**src/rtl/led_panel_scan_pkg.sv**
```systemverilog
// led_panel_scan shared types and derived geometry.
// Scan states plus helpers deriving panel geometry from the bit widths.
package led_panel_scan_pkg;

    typedef enum logic [2:0] {
        S_IDLE,
        S_SHIFT,
        S_BLANK,
        S_LATCH,
        S_NEXT
    } state_t;

    localparam int DEF_COL_BITS = 5;
    localparam int DEF_ROW_BITS = 4;
    localparam int COLS         = 1 << DEF_COL_BITS;
    localparam int ROWS         = 1 << DEF_ROW_BITS;
    localparam int SHIFT_CYCLES = 2 * COLS + 2;

    function automatic int cols_of(input int col_bits);
        return 1 << col_bits;
    endfunction

    function automatic int rows_of(input int row_bits);
        return 1 << row_bits;
    endfunction

    function automatic int shift_cycles_of(input int col_bits);
        return 2 * (1 << col_bits) + 2;
    endfunction

endpackage

```
**src/rtl/led_panel_scan.sv**
```systemverilog
// HUB75 scan sequencer: shifts one row pair per pass, then blanks,
// latches and row-selects it while sweeping the shared PWM compare level.
module led_panel_scan
    import led_panel_scan_pkg::*;
#(
    parameter int PWM_WIDTH = 12,
    parameter int COL_BITS  = 5,
    parameter int ROW_BITS  = 4
) (
    input  logic                         clk,
    input  logic                         rst,
    input  logic                         enable,
    output logic [PWM_WIDTH-1:0]         pwmlvl,
    output logic [ROW_BITS+COL_BITS-1:0] fb_addr,
    input  logic                         top_r,
    input  logic                         top_g,
    input  logic                         top_b,
    input  logic                         bot_r,
    input  logic                         bot_g,
    input  logic                         bot_b,
    output logic                         panel_r1,
    output logic                         panel_g1,
    output logic                         panel_b1,
    output logic                         panel_r2,
    output logic                         panel_g2,
    output logic                         panel_b2,
    output logic                         panel_clk,
    output logic                         panel_lat,
    output logic                         panel_oe_n,
    output logic [ROW_BITS-1:0]          panel_a,
    output logic                         frame_tick
);

    localparam int NCOLS = cols_of(COL_BITS);
    localparam int NROWS = rows_of(ROW_BITS);
    localparam int NSC   = shift_cycles_of(COL_BITS);
    localparam int CW    = $clog2(NSC);

    localparam logic [CW-1:0]       LAST_CYC = CW'(NSC - 1);
    localparam logic [CW-1:0]       ADDR_END = CW'(2 * NCOLS - 1);
    localparam logic [CW-1:0]       CAP_END  = CW'(2 * NCOLS);
    localparam logic [ROW_BITS-1:0] LAST_ROW = ROW_BITS'(NROWS - 1);

    state_t              state;
    logic [CW-1:0]       cnt;
    logic [CW-1:0]       cnt_nx;
    logic [ROW_BITS-1:0] srow;

    assign cnt_nx = cnt + 1'b1;

    always_ff @(posedge clk) begin
        if (rst) begin
            state      <= S_IDLE;
            cnt        <= '0;
            srow       <= '0;
            pwmlvl     <= '0;
            fb_addr    <= '0;
            panel_r1   <= 1'b0;
            panel_g1   <= 1'b0;
            panel_b1   <= 1'b0;
            panel_r2   <= 1'b0;
            panel_g2   <= 1'b0;
            panel_b2   <= 1'b0;
            panel_clk  <= 1'b0;
            panel_lat  <= 1'b0;
            panel_oe_n <= 1'b1;
            panel_a    <= '0;
            frame_tick <= 1'b0;
        end else begin
            frame_tick <= 1'b0;
            unique case (state)
                S_IDLE: begin
                    if (enable) begin
                        state   <= S_SHIFT;
                        cnt     <= '0;
                        fb_addr <= {srow, {COL_BITS{1'b0}}};
                    end
                end
                S_SHIFT: begin
                    cnt <= cnt_nx;
                    // odd cycles: RAM data is valid, next column address goes out
                    if (cnt[0] && cnt < ADDR_END) begin
                        fb_addr <= {srow, cnt_nx[COL_BITS:1]};
                    end
                    if (cnt[0] && cnt < CAP_END) begin
                        panel_r1 <= top_r;
                        panel_g1 <= top_g;
                        panel_b1 <= top_b;
                        panel_r2 <= bot_r;
                        panel_g2 <= bot_g;
                        panel_b2 <= bot_b;
                    end
                    panel_clk <= ~cnt[0] && (cnt != '0);
                    if (cnt == LAST_CYC) begin
                        state      <= S_BLANK;
                        panel_oe_n <= 1'b1;
                    end
                end
                S_BLANK: begin
                    state     <= S_LATCH;
                    panel_lat <= 1'b1;
                    panel_a   <= srow;
                end
                S_LATCH: begin
                    state     <= S_NEXT;
                    panel_lat <= 1'b0;
                    srow      <= srow + 1'b1;
                    if (srow == LAST_ROW) begin
                        pwmlvl     <= pwmlvl + 1'b1;
                        frame_tick <= (pwmlvl == {PWM_WIDTH{1'b1}});
                    end
                end
                S_NEXT: begin
                    if (enable) begin
                        state      <= S_SHIFT;
                        cnt        <= '0;
                        fb_addr    <= {srow, {COL_BITS{1'b0}}};
                        panel_oe_n <= 1'b0;
                    end else begin
                        state      <= S_IDLE;
                        panel_oe_n <= 1'b1;
                    end
                end
                default: state <= S_IDLE;
            endcase
        end
    end

endmodule

```
**config.mk**
```make
export PLATFORM = sky130hd
export DESIGN_NAME = led_panel_scan
export DESIGN_NICKNAME = d
export VERILOG_FILES = /design/src/rtl/led_panel_scan_pkg.sv /design/src/rtl/led_panel_scan.sv
export SDC_FILE = /design/constraint.sdc
export NUM_CORES = 1
export LEC_CHECK = 0
export CORE_UTILIZATION = 55
export DETAILED_ROUTE_END_ITERATION = 8
export GPL_TIMING_DRIVEN = 0
export PLACE_DENSITY_LB_ADDON = 0.1
export SYNTH_ARGS = -nofsm -noshare
export SYNTH_HDL_FRONTEND = slang
export SYNTH_SLANG_ARGS = --single-unit
```
**constraint.sdc**
```tcl
create_clock -name clk -period 3.3 [get_ports clk]
set_input_delay 0.825 -clock clk [delete_from_list [all_inputs] [get_ports clk]]
set_output_delay 0.825 -clock clk [all_outputs]
set_load 0.01 [all_outputs]
```
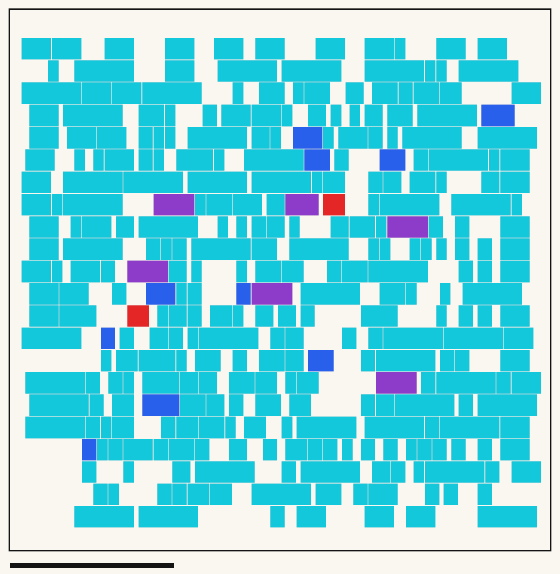
(images/drive_strength.png)
The bar under the picture is 20 um long.
Red shows drive 3 to 4, cells 2. Blue shows drive 2, cells 10, most used buf_2. Purple shows drive 6 and up, cells 6, most used clkbuf_8. Cyan shows drive 1 or less, cells 294, most used dfxtp_1.

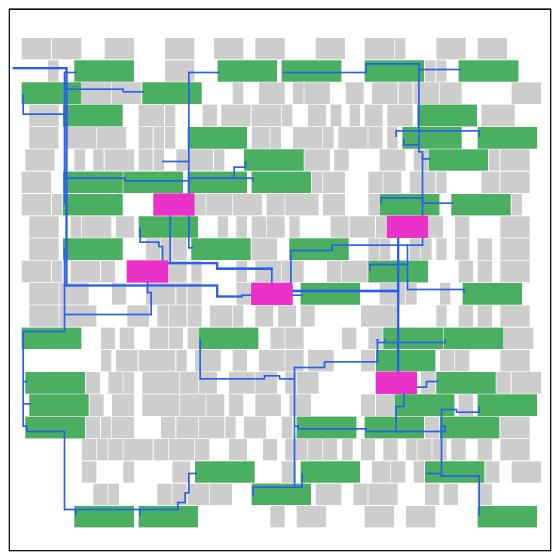
(images/clock_map.png)
Blue shows clock wires, length 544 um. Green shows flip-flops, count 49. Magenta shows cells driving clock nets, count 5.
There are 6 routed clock nets. Position of the flops: spread over the die.

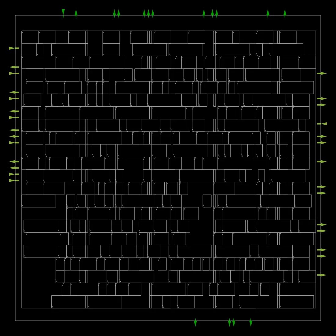
(images/final_placement.png)
number of well taps: 48
Finished Layout Cells: 360
Seq area share: 0.3489

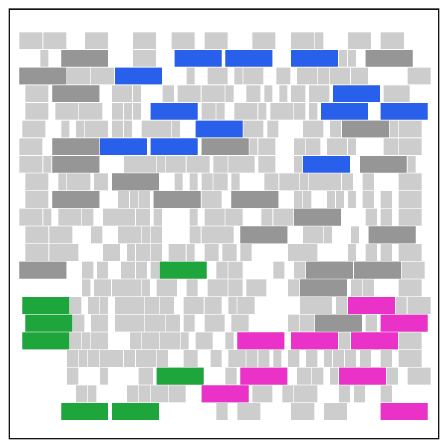
(images/registers.png)
Other sequential cells in the stronger grey, the rest of the logic in the fainter grey.
Green shows `cnt`, flops 7, where bottom left. Magenta shows `fb_addr`, flops 9, where bottom right. Blue shows `pwmlvl`, flops 12.
Another 21 sequential cells are not coloured.

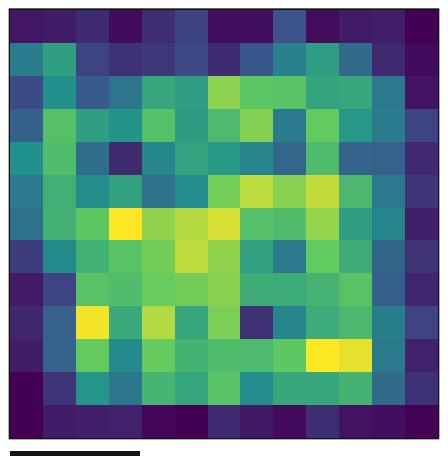
(images/wire_density.png)
The bar under the picture is 20 um long. 13 x 13 tiles, from dark purple (low) to yellow (high), scaled to the fullest tile. Values are wire area over tile area, all layers added.
The densest ninth of the die: middle. The mean over all tiles is 0.18. 46% of the tiles are over half the peak. 3.6% of the tiles are nearly empty. The fullest tile reaches 0.41.
GRT Overall Usage: 0.2666
DR vias: 2062

==> results.ini <==
[final_layout]
sh_comb_area = 0.4157
num-nets-final = 325
lay_top_cells = 49 x dfxtp_1, 42 x clkdlybuf4s50_1, 27 x nor2_1, 27 x a21oi_1, 22 x o21ai_0
diodes = 0
mostFrequentLayoutCell = dfxtp_1
buffer_area_frac = 0.1762
largestClassByArea = logic gates
layout.area.comb_mm2 = 0.001169
flops = 49
clk_share = 0.02982
area_growth_pct = 25.11
nNonClkInverters = 6
logic_gates = 191
reg.largest.list = pwmlvl: 12 flops, fb_addr: 9 flops, cnt: 7 flops
drive_gt1_frac = 0.05769
seq_area_um2 = 980.9
signal_buffers = 58
largest-register = pwmlvl
largest_reg_flops = 12
fill_cells = 323
nClkBuffers = 7

[floorplanning]
coreArea_mm2 = 0.003799
fp-row-count = 22
dieArea_mm2 = 0.004345
fp-utilization = 0.5916
die_x_um = 65.92
die_h_um = 65.92
ios = 44

[final_timing]
maxSlewViolCount = 0
rsz0062_at_grt = false
hold_viol = 0
slew_headroom = 0.5841
setup_violations = 0
fmax_ghz = 0.4413
period_used_share = 0.6866
skew_ps = 10.86
hold_ws_ps = 477.8
worst_pin_slew_ps = 621.5
period_needed_ps = 2266
setup_tns_ps = 0

[critical_path]
worstRegToRegCells = 5
worst-path-buf-inv = 1
arrival_ps = 2500
rrSetupSlack_ps = 1440
cp-end-kind = flip-flop
crit_path_end = fb_addr[1]$_SDFFE_PP0P_
crit_family = simple AND/OR/NAND/NOR gates
cp-start-kind = input pin
critPathKind = in2reg
critPathMaxStageDelay_ps = 570
cp.required_ps = 3530
slowest_stage = clkdlybuf4s50_1
reg2reg_to = pwmlvl[11]$_SDFFE_PP0N_
crit_start = enable
cp_max_fo = 9
path_cells = clkdlybuf4s50_1, nand2b_1, a21o_1, or4_1, a21oi_1
cp.depth = 5
timing.rr.start = srow[0]$_SDFFE_PP0N_

[grt]
use_met1 = 0.3380
use_met2 = 0.4426
grt_pass1_wl_um = 8832
gr-total-overflow = 0
antenna_found_initial = 0
grt_pass1_vias = 1978
grt_max_degree = 15
globalRoute.busiestLayer = met2
grt.met3_usage = 0.05000

[routing]
ant_nets = 0
top_layer_used = met4
wl_met1_um = 2482
drt-initial-drc-count = 157
wire_per_inst_um = 14.24
vias_per_cell = 5.728
drt_pass1_iterations = 4
drc = 0
met2RoutedLength_um = 2396
wl_um = 5126
wl_met3_um = 201

[placement]
io_buffers = 42
dp.cells = 352
hpwl_um = 3633
gp_congestion = 0.8647

[logic_synthesis]
syn_nets = 276
syn_area_per_cell_um2 = 8.577
yosys_warnings = 0
simple_gate_share = 0.2489
logic_family = simple AND/OR/NAND/NOR gates
ys_cells = 262
yosysSeqAreaShare = 0.4365
ys_sh_mux = 0.03619
ys_sh_xor = 0.04677
synth_flop_count = 49
yosys_area_mm2 = 0.002247
yosysUniqueCellTypes = 47
ys_sh_aoi = 0.1604
synthCells = 262
synthAdderAreaFrac = 0.02784
syn-cell-area_mm2 = 0.002247

[clock_tree]
clock_sinks = 49
cts_buffers = 5
htree_levels = 2
clkLatencyLatePin_ps = 300
clk_pin_slew_worst_paths_ps = 90
cts_resized = 0
cts_hold_buf = 0
cts_setup_buffers = 0
cts_tree = built
cts_buffer_depth = 2
cts-root-buf = clkbuf_8

[power]
pwr_density_cell_mw_per_mm2 = 367.4
p_total_mw = 1.033
ir_drop_v = 0.0003258
leakage_nw = 0.9885

[hold_path]
hp-class = reg2reg
holdPathStages = 2
hold-path-endpoint = panel_a[1]$_SDFFE_PP0P_
hp-start = panel_a[1]$_SDFFE_PP0P_

[run]
drv_cap = 0
warnings = 28

[outcome]
status = finished, final reports clean

==> Yosys cell counts, drive strengths merged <==
library cell / number / area [um2]
a211oi: 2 / 15.01
a21o: 2 / 15.01
a21oi: 28 / 143.9
a22o: 1 / 8.760
a22oi: 1 / 7.510
a31o: 2 / 17.52
a31oi: 3 / 18.77
and2: 1 / 6.260
and3: 1 / 6.260
and3b: 2 / 17.52
and4: 3 / 26.28
and4b: 1 / 10.01
buf: 7 / 41.29
clkbuf: 9 / 33.78
dfxtp: 49 / 980.9
ha: 5 / 62.56
inv: 6 / 22.52
mux2: 1 / 11.26
mux2i: 7 / 70.07
nand2: 14 / 52.55
nand2b: 6 / 37.54
nand3: 18 / 95.09
nand3b: 3 / 22.52
nand4: 4 / 25.02
nand4b: 1 / 8.760
nor2: 27 / 101.4
nor2b: 4 / 25.02
nor3: 4 / 25.02
nor3b: 2 / 15.01
nor4: 3 / 25.02
o21ai: 22 / 110.1
o21bai: 1 / 7.510
o31ai: 1 / 7.510
o41ai: 1 / 8.760
or3: 3 / 18.77
or3b: 1 / 8.760
or4: 3 / 22.52
or4b: 1 / 10.01
xnor2: 5 / 43.79
xor2: 7 / 61.31
==> through the flow <==
step                cell area [um2]  setup WS [ps]  utilization
finish                         2811           1034       0.7401
global route                   2811          887.6       0.7401
CTS                            2811           1026       0.7401
detailed placement             2728          731.6       0.7181
global placement               2728          775.7       0.7181
floorplan                      2247           1479            -
==> worst min-delay path: stages, from the launching register on <==
cell	delay (ps)
dfxtp_1	320
o21ai_0	60
a21oi_1	60
==> power breakdown <==
group,internal (mW),switching (mW)
combinational,0.0319,0.0556
sequential,0.595,0.00368
clock,0.150,0.196
total,0.777,0.255
Power figures rest on the tool's default switching activity, not on a simulated workload.
